### Clock wiring as the flow saved it, run 1

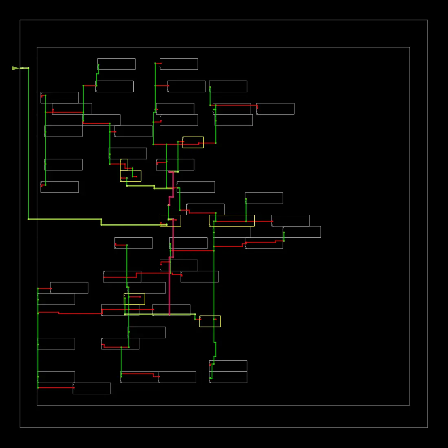
### Sequential cells colored by netlist name, run 1

Scale: 4 px per um. Other sequential cells in the stronger gray, the rest of the logic in the fainter gray.
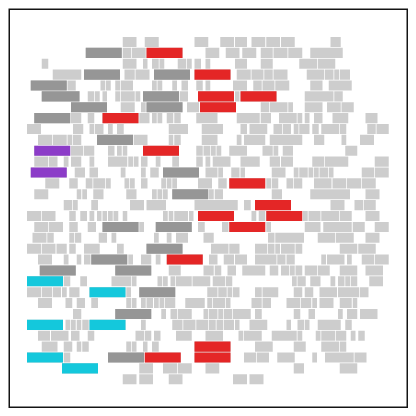
### Placement density heat map, run 1

Scale: 4 px per um. 10 x 10 tiles, from white (low) to dark blue (high), 0 to 100% covered.
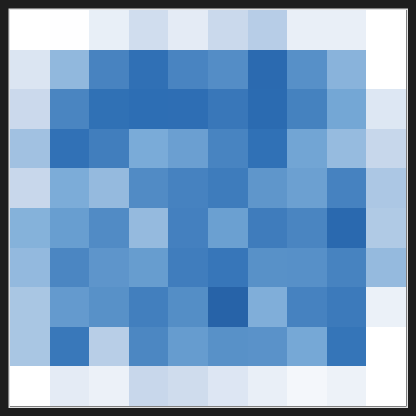
### The metal 4 layer, run 1

Scale: 6 px per um. Supply wires on this layer in gray.
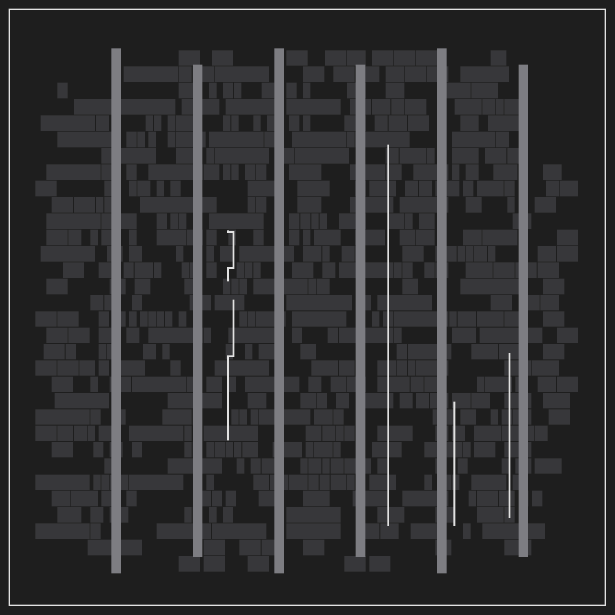
`src/rtl/alarm_ring_ctrl.sv`:
```
// alarm_ring_ctrl: latches a BCD HHMM alarm, rings on time match,
// handles stop / snooze (BCD +SNOOZE_MIN, 24h wrap) / ring timeout.
// Ports:
//   clk, resetn (async, active low), enable (alarm on/off level)
//   finish2 + alarm[15:0]: alarm load pulse and BCD {H1,H0,M1,M0}
//   time_now[15:0]: BCD current time; sec_tick: 1 Hz pulse
//   push_stop, push_snooze: debounced button pulses
//   ring, ring_led, state[1:0], target[15:0], alarm_err: registered outputs
module alarm_ring_ctrl #(
  parameter int RING_TIMEOUT_S = 60,
  parameter int SNOOZE_MIN     = 5
) (
  input  logic        clk,
  input  logic        resetn,
  input  logic        enable,
  input  logic        finish2,
  input  logic [15:0] alarm,
  input  logic [15:0] time_now,
  input  logic        sec_tick,
  input  logic        push_stop,
  input  logic        push_snooze,
  output logic        ring,
  output logic        ring_led,
  output logic [1:0]  state,
  output logic [15:0] target,
  output logic        alarm_err
);

  localparam int CW = $clog2(RING_TIMEOUT_S + 1);

  typedef enum logic [1:0] {
    IDLE    = 2'b00,
    ARMED   = 2'b01,
    RINGING = 2'b10,
    SNOOZE  = 2'b11
  } st_t;

  st_t          st;
  logic [15:0]  alarm_reg;
  logic         valid;
  logic         match_q;
  logic [CW-1:0] cnt;

  logic         alarm_ok;
  logic         load;
  logic         eq;
  logic         hit;
  logic         timeout;

  logic [6:0]   min_sum;
  logic [4:0]   hr;
  logic [4:0]   hr_nx;
  logic [5:0]   min_nx;
  logic [15:0]  snoozed;

  assign state = st;

  assign alarm_ok = (alarm[15:12] <= 4'd2)
                 && (alarm[11:8] <= 4'd9)
                 && ((alarm[15:12] != 4'd2)
                     || (alarm[11:8] <= 4'd3))
                 && (alarm[7:4] <= 4'd5)
                 && (alarm[3:0] <= 4'd9);

  assign load = finish2 && alarm_ok;

  // Edge-detected equality: a ring starts only when the
  // time becomes equal to the target, never while it stays.
  assign eq  = (time_now == target);
  assign hit = eq && !match_q;

  assign timeout = sec_tick
                && (cnt == CW'(RING_TIMEOUT_S - 1));

  // Snooze target: binary minute/hour arithmetic, then
  // re-encoded to BCD.
  always_comb begin
    min_sum = 7'(target[7:4]) * 7'd10
            + 7'(target[3:0])
            + 7'(SNOOZE_MIN);
    hr      = 5'(target[15:12]) * 5'd10
            + 5'(target[11:8]);
    min_nx  = 6'(min_sum);
    hr_nx   = hr;
    if (min_sum >= 7'd60) begin
      min_nx = 6'(min_sum - 7'd60);
      hr_nx  = (hr == 5'd23) ? 5'd0 : hr + 5'd1;
    end
    snoozed = {4'(hr_nx / 5'd10),
               4'(hr_nx % 5'd10),
               4'(min_nx / 6'd10),
               4'(min_nx % 6'd10)};
  end

  always_ff @(posedge clk or negedge resetn) begin
    if (!resetn) begin
      st        <= IDLE;
      ring      <= 1'b0;
      ring_led  <= 1'b0;
      target    <= 16'h0000;
      alarm_reg <= 16'h0000;
      valid     <= 1'b0;
      alarm_err <= 1'b0;
      match_q   <= 1'b1;
      cnt       <= '0;
    end else begin
      alarm_err <= finish2 && !alarm_ok;
      match_q   <= eq;

      if (load) begin
        alarm_reg <= alarm;
        valid     <= 1'b1;
      end

      if (!enable) begin
        st       <= IDLE;
        ring     <= 1'b0;
        ring_led <= 1'b0;
        if (load) begin
          target  <= alarm;
          match_q <= 1'b1;
        end else begin
          target <= alarm_reg;
        end
      end else if (load) begin
        // Also cancels an active ring or snooze.
        st       <= ARMED;
        target   <= alarm;
        match_q  <= 1'b1;
        ring     <= 1'b0;
        ring_led <= 1'b0;
      end else begin
        unique case (st)
          IDLE: begin
            if (valid) begin
              st      <= ARMED;
              match_q <= 1'b1;
            end
          end
          ARMED: begin
            if (hit) begin
              st       <= RINGING;
              cnt      <= '0;
              ring     <= 1'b1;
              ring_led <= 1'b1;
            end
          end
          RINGING: begin
            if (push_stop) begin
              st       <= ARMED;
              target   <= alarm_reg;
              ring     <= 1'b0;
              ring_led <= 1'b0;
            end else if (push_snooze) begin
              st       <= SNOOZE;
              target   <= snoozed;
              ring     <= 1'b0;
              ring_led <= 1'b0;
            end else if (timeout) begin
              st       <= ARMED;
              target   <= alarm_reg;
              ring     <= 1'b0;
              ring_led <= 1'b0;
            end else if (sec_tick) begin
              cnt      <= cnt + 1'b1;
              ring_led <= !ring_led;
            end
          end
          SNOOZE: begin
            if (push_stop) begin
              st     <= ARMED;
              target <= alarm_reg;
            end else if (hit) begin
              st       <= RINGING;
              cnt      <= '0;
              ring     <= 1'b1;
              ring_led <= 1'b1;
            end
          end
        endcase
      end
    end
  end

endmodule

```
`config.mk`:
```
export PLATFORM = sky130hd
export DESIGN_NAME = alarm_ring_ctrl
export DESIGN_NICKNAME = d
export VERILOG_FILES = /design/src/rtl/alarm_ring_ctrl.sv
export SDC_FILE = /design/constraint.sdc
export NUM_CORES = 1
export LEC_CHECK = 0
export CAP_MARGIN = 20
export CORE_MARGIN = 4
export CORE_UTILIZATION = 46
export CTS_CLUSTER_SIZE = 25
export DETAILED_ROUTE_END_ITERATION = 10
export GPL_TIMING_DRIVEN = 0
export PLACE_DENSITY_LB_ADDON = 0.1
export SLEW_MARGIN = 20
export SYNTH_ARGS = -nofsm -noshare
export SYNTH_HDL_FRONTEND = slang
export SYNTH_SLANG_ARGS = --single-unit
```
`constraint.sdc`:
```
create_clock -name clk -period 6.4 [get_ports clk]
set_input_delay 1.28 -clock clk [delete_from_list [all_inputs] [get_ports clk]]
set_output_delay 1.28 -clock clk [all_outputs]
set_load 0.01 [all_outputs]
```
==> reports/results.tsv, run 1 <==
metric	value	unit
status	completed	
cpMostUsedCell	ha_1	
pre_cts_ws	980.6	ps
yosys_cells	435	
hold_viol	0	
dieArea	9823	um2
clkLatencyLatePin	300	ps
synth.avg_cell_area	8.779	um2
route.detailed.drc	0	
dpl.cell_count	597	
nets	568	
crit_type	flop to flop	
setup_violations	0	
path_delay_family	adder cells	
grt_pass1_vias	3509	
layout.cells.most_common	nand2_1	
wl_per_cell	17.22	um
tritoncts	yes	
io_pins	60	
ctsHoldBuffers	0	
busiest_layer	met2	
grt_setup_unrepaired	false	
met3_length	424	um
end_kind	flop	
post_cts_resized	0	
met1_usage	29.22	%
synth_cell_types	82	
layout_setup_ws	925.8	ps
r2r_slack	930	ps
synth.cell_area	3819	um2
cp-start-kind	flop	
grt_use_met2	37.19	%
dr.pass1.iters	5	
synth_warnings	0	
maxCapViolCount	0	
syn-num-nets	501	
synth-edff-count	0	
stdcell_count	604	
n_fill_cell	718	
grt_pass1_wl	17680	um
path_max_fanout	5	
worstSetupStartpoint	target[4]	
yosys_area	3819	um2
root_buffer	clkbuf_8	
initialDrtViolationCount	198	
clockBufferDepth	2	
reg2reg_to	target[10]	
worst-slew-pin-transition	838.8	ps
cp_slowest_cell	dfrtp_1	
fin_crit_sh	85.53	%
async_flop_share	100.0	%
yosysSeqAreaShare	29.52	%
grtUsageTotal	21.94	%
mi_logic_area	2552	um2
warnings	30	
skew	11.45	ps
clock-sinks	45	
path_cells	ha_1 -> ha_1 -> fa_1 -> xnor2_2 -> inv_2 -> ha_1 -> a22o_4 -> and4_2 -> o21ai_1 -> xor2_1 -> inv_1 -> ha_1 -> inv_1 -> o211ai_1 -> nor2b_4 -> xnor2_2 -> ha_1 -> a211oi_1 -> o21a_1 -> o21ai_2 -> mux2_4 -> o221ai_2	
hold_class	flop to flop	
diodes	0	
synth-main-ff-cell	dfrtp_1	
arrival	5700	ps
r2r.worst_path.cells	22	
reg2reg_from	target[4]	
met3_usage	2.595	%
dpl.hpwl	8362	um
synth_cells	435	
-- 'Clock wiring as the flow saved it' (at the start) --
FF+latch count: 45

-- 'Sequential cells colored by netlist name' (at the start) --
| name in the netlist | color | sequential cells |
|---|---|---|
| target | red | 16 |
| state | purple | 2 |
| cnt | cyan | 6 |
not colored: 21
FF+latch area: 1127 um2
fraction of area in registers: 24.21%
fin util: 59.03%

-- 'Placement density heat map' (at the start) --
nearly empty tiles: 7.0%
mean over tiles: 46%
fullest tile: 79%
densest ninth of the die: center
tiles over 75% full: 5.0%
Initial Utilization: 48.41%
Core Area: 7888 um2

-- 'The metal 4 layer' (at the start) --
share of all routed wire: 1.4%
main direction: vertical
DRT Wirelength: 10400 um
Vias: 3513

-- run 1: cell usage after synthesis, types with 2 or more instances --
master / number / area share, %
nand2b_1: 5 / 0.82
or3_1: 5 / 0.82
a222oi_1: 4 / 1.0
o21ai_2: 3 / 0.69
ha_1: 24 / 7.9
buf_4: 2 / 0.39
mux2_2: 3 / 0.88
dfrtp_1: 44 / 29
fa_1: 3 / 1.6
inv_1: 17 / 1.7
o21ai_1: 3 / 0.39
nand3_1: 12 / 1.6
o221ai_2: 2 / 0.79
nor3b_1: 2 / 0.39
nor3_1: 7 / 0.92
a211oi_2: 4 / 1.3
xor2_1: 19 / 4.4
o22ai_1: 3 / 0.49
o21a_1: 6 / 1.2
o211ai_1: 3 / 0.59
clkbuf_1: 11 / 1.1
a21o_1: 3 / 0.59
nor2_1: 24 / 2.4
a221oi_1: 2 / 0.46
xnor2_1: 4 / 0.92
nor4_1: 4 / 0.66
nand3b_1: 2 / 0.39
xnor2_2: 2 / 0.85
and3_1: 8 / 1.3
nand4_1: 5 / 0.82
a211o_1: 3 / 0.69
a22oi_1: 4 / 0.79
mux2i_1: 2 / 0.52
a22o_1: 2 / 0.46
nor2b_1: 2 / 0.33
a211oi_1: 9 / 1.8
o21ai_0: 28 / 3.7
o221a_2: 2 / 0.59
nand2_1: 73 / 7.2
a31oi_1: 5 / 0.82
xor2_2: 2 / 0.85
and2_1: 11 / 1.8
a21oi_1: 16 / 2.1
a21boi_0: 2 / 0.39
-- run 1: final cells by class --
class                           instances  area share, %
Buffer                                 15          1.532
Clock buffer                            5          1.478
Sequential cell                        45          24.21
Multi-Input combinational cell        357          54.82
Tap cell                              102          2.741
Inverter                               18          1.451
Timing Repair Buffer                   60          13.01
Clock inverter                          2         0.7525
-- run 1: cell families after synthesis --
| group | share of synthesized area (%) |
|---|---|
| flip-flops | 29.52 |
| adder cells (fa/ha/maj) | 9.437 |
| AND-OR/OR-AND | 25.07 |
| XOR/XNOR | 7.569 |
| AND/OR/NAND/NOR | 22.38 |
| multiplexers | 2.392 |
| buffers and inverters | 3.637 |
-- run 1: worst min-delay path by stage --
| stage | depth (start not counted) | from | endpoint |
|---|---|---|---|
| 2_1_floorplan | 1 | valid | valid |
| 3_3_place_gp | 2 | alarm_reg[13] | alarm_reg[13] |
| 3_5_place_dp | 2 | alarm_reg[13] | alarm_reg[13] |
| 4_1_cts | 2 | alarm_reg[13] | alarm_reg[13] |
| 5_1_grt | 2 | alarm_reg[13] | alarm_reg[13] |
| 6_report | 1 | valid | valid |
-- run 1: stage by stage --
step	cell area [um2]	hold slack [ps]
2_1_floorplan	3819	425.8
3_5_place_dp	4552	455.0
4_1_cts	4656	476.8
5_1_grt	4656	505.0
3_3_place_gp	4537	455.1
6_report	4656	472.7
### Routed metal, one color a layer, run 1

Scale: 4 px per um.
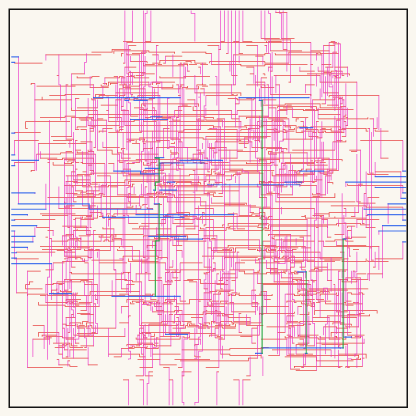

==> run 1 -> run 2 <==
ABC_AREA = 1   (was default)
CTS_BUF_LIST = sky130_fd_sc_hd__clkbuf_16   (was default)
### Routed metal, one color a layer, run 2

Scale: 4 px per um.
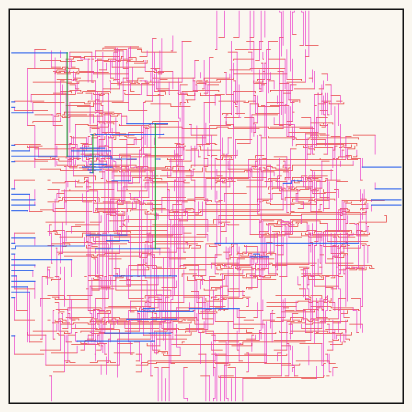
| layer | color | wire length |
|---|---|---|
| met1 | red | 4390 um |
| met4 | green | 66.6 um |
| met2 | magenta | 4460 um |
| met3 | blue | 411 um |
WL/cell: 13.63 um
GRT Overall Usage: 20.01%
DRT Wirelength: 9325 um

### Sequential cells colored by netlist name, run 2

Scale: 4 px per um. Other sequential cells in the stronger gray, the rest of the logic in the fainter gray.
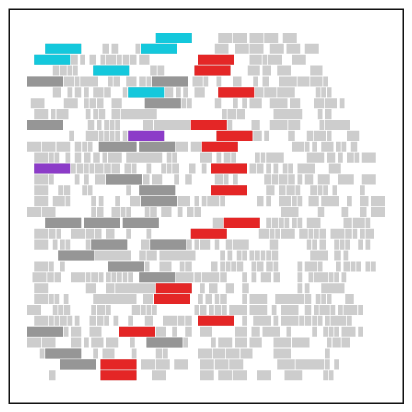
| name in the netlist | color | sequential cells |
|---|---|---|
| state | purple | 2 |
| cnt | cyan | 6 |
| target | red | 16 |
not colored: 21
fraction of area in registers: 24.31%
fin util: 59.39%

==> run 2 against run 1 <==
Flip-flop count did not move. Critical endpoint is now target[9]. Clock skew fell by 8.3 ps. Worst setup slack improved by 870 ps. First-iteration DRC count fell by 37%. Worst hold slack got worse by 10 ps. Register-to-register slack improved by 870 ps. Highest routed layer unchanged. Critical path type unchanged.
==> reports/results.tsv, run 2 <==
metric	value	unit	change
cpMostUsedCell	nand2_1		
dr.pass1.iters	4		-1
io_pins	60		unchanged
synth_cell_types	49		-40%
dieArea	9625	um2	-2.0%
synth.cell_area	3735	um2	-2.2%
status	completed		
cp_slowest_cell	dfrtp_1		
path_delay_family	simple AND/OR/NAND/NOR gates		
route.detailed.drc	0		unchanged
synth.avg_cell_area	7.252	um2	-17%
synth_cells	515		+18%
warnings	30		unchanged
grt_setup_unrepaired	false		
yosys.cell_count.top_type	nand2_1		
synthTopCellsByCount	nand2_1 (114), inv_1 (77), dfrtp_1 (44), nand3_1 (40), nor2_1 (39)		
ctsHoldBuffers	0		unchanged
maxCapViolCount	0		unchanged
placed_area	4466	um2	-1.9%
clkLatencyLatePin	280	ps	-20 ps
arrival	4770	ps	-930 ps
initialDrtViolationCount	125		-37%
r2r.worst_path.cells	31		+41%
layout.cells.most_common	nand2_1		
syn-num-nets	581		+16%
n_fill_cell	732		+1.9%
path_max_fanout	10		+5
crit_type	flop to flop		
fin_crit_sh	71.97	%	-14 points
grt_pass1_vias	3488		-0.60%
async_flop_share	100.0	%	unchanged
worst-slew-pin-transition	582.2	ps	-256.5 ps
hold_class	flop to flop		
synth_top_area_share	29.48	%	+0.65 points
top_area_cell	dfrtp_1		
dpl.hpwl	7521	um	-10%
hold_viol	0		unchanged
clockBufferDepth	2		unchanged
post_cts_resized	0		unchanged
skew	3.179	ps	-8.276 ps
stdcell_count	684		+13%
yosysSeqAreaShare	30.18	%	+0.66 points
### Placement density heat map, run 2

Scale: 4 px per um. 10 x 10 tiles, from white (low) to dark blue (high), 0 to 100% covered.
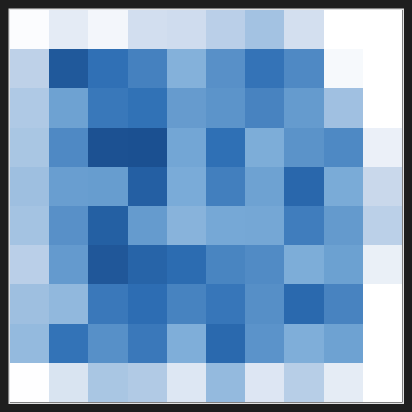
fullest tile: 87%
tiles over 75% full: 12%
mean over tiles: 47%
Initial Utilization: 47.84%
Core Area: 7807 um2

==> run 2: cell count changes after synthesis, moves of 7 or more <==
cell      previous run  this run
inv_1               17        77
nand2_1             73       114
nand3_1             12        40
nor2_1              24        39
xor2_1              19         7
nand2_2              0        11
and2_1              11         2
o21ai_0             28        19
a211oi_1             9         1
xnor2_1              4        12
and3_1               8         1
==> run 2: cell families after synthesis <==
kind of cell | Yosys count | synth area share, %
adders and majority gates | 27 | 9.648
and+or+nand+nor | 239 | 29.31
AOI/OAI and AO/OA | 91 | 16.31
DFF | 45 | 30.18
buffers and inverters | 94 | 10.08
xor gates and xnor gates | 19 | 4.456
==> run 2: per-stage QoR <==
step           setup slack, ps  hold WS, ps
6_report                  1794        462.4
5_1_grt                   1301        477.2
4_1_cts                   1795        462.0
3_5_place_dp              1828        447.3
3_3_place_gp              1875        444.1
2_1_floorplan             2256        430.7
==> run 2: worst min-delay path, delay by kind of cell, from the launching register on <==
| family | cells | cell delay, ps |
|---|---|---|
| buf+inv | 1 | 50 |
| flops | 1 | 320 |
| simple gates | 1 | 60 |
==> run 2: path summary, 6_finish.rpt <==
check / from / to / slack [ps]
worst min-delay path: alarm_reg[7] / alarm_reg[7] / 460
worst min register to register: alarm_reg[7] / alarm_reg[7] / 460
worst max register to register: target[4] / target[9] / 1790
worst max-delay path: target[4] / target[9] / 1790
max in group asynchronous: resetn / match_q / 4810
min in group asynchronous: resetn / alarm_reg[5] / 990
==> run 2: per-layer routing <==
metal | routed length (um) | GRT usage, %
met3 | 411 | 2.500
met4 | 66 | 3.621
met1 | 4387 | 27.29
met5 | 0 | 0
met2 | 4459 | 34.40
==> run 2: area by class of cell <==
cell class / count / area [um2] / share of cell area [%]
plain buffers: 11 / 62.56 / 1.349
repair buffers: 59 / 603.1 / 13.01
clock buffers: 5 / 125.1 / 2.698
well taps: 102 / 127.6 / 2.752
clock inverters: 3 / 46.29 / 0.9984
inverters: 83 / 314.1 / 6.773
flip-flops and latches: 45 / 1127 / 24.31
multi-input cells: 376 / 2231 / 48.11
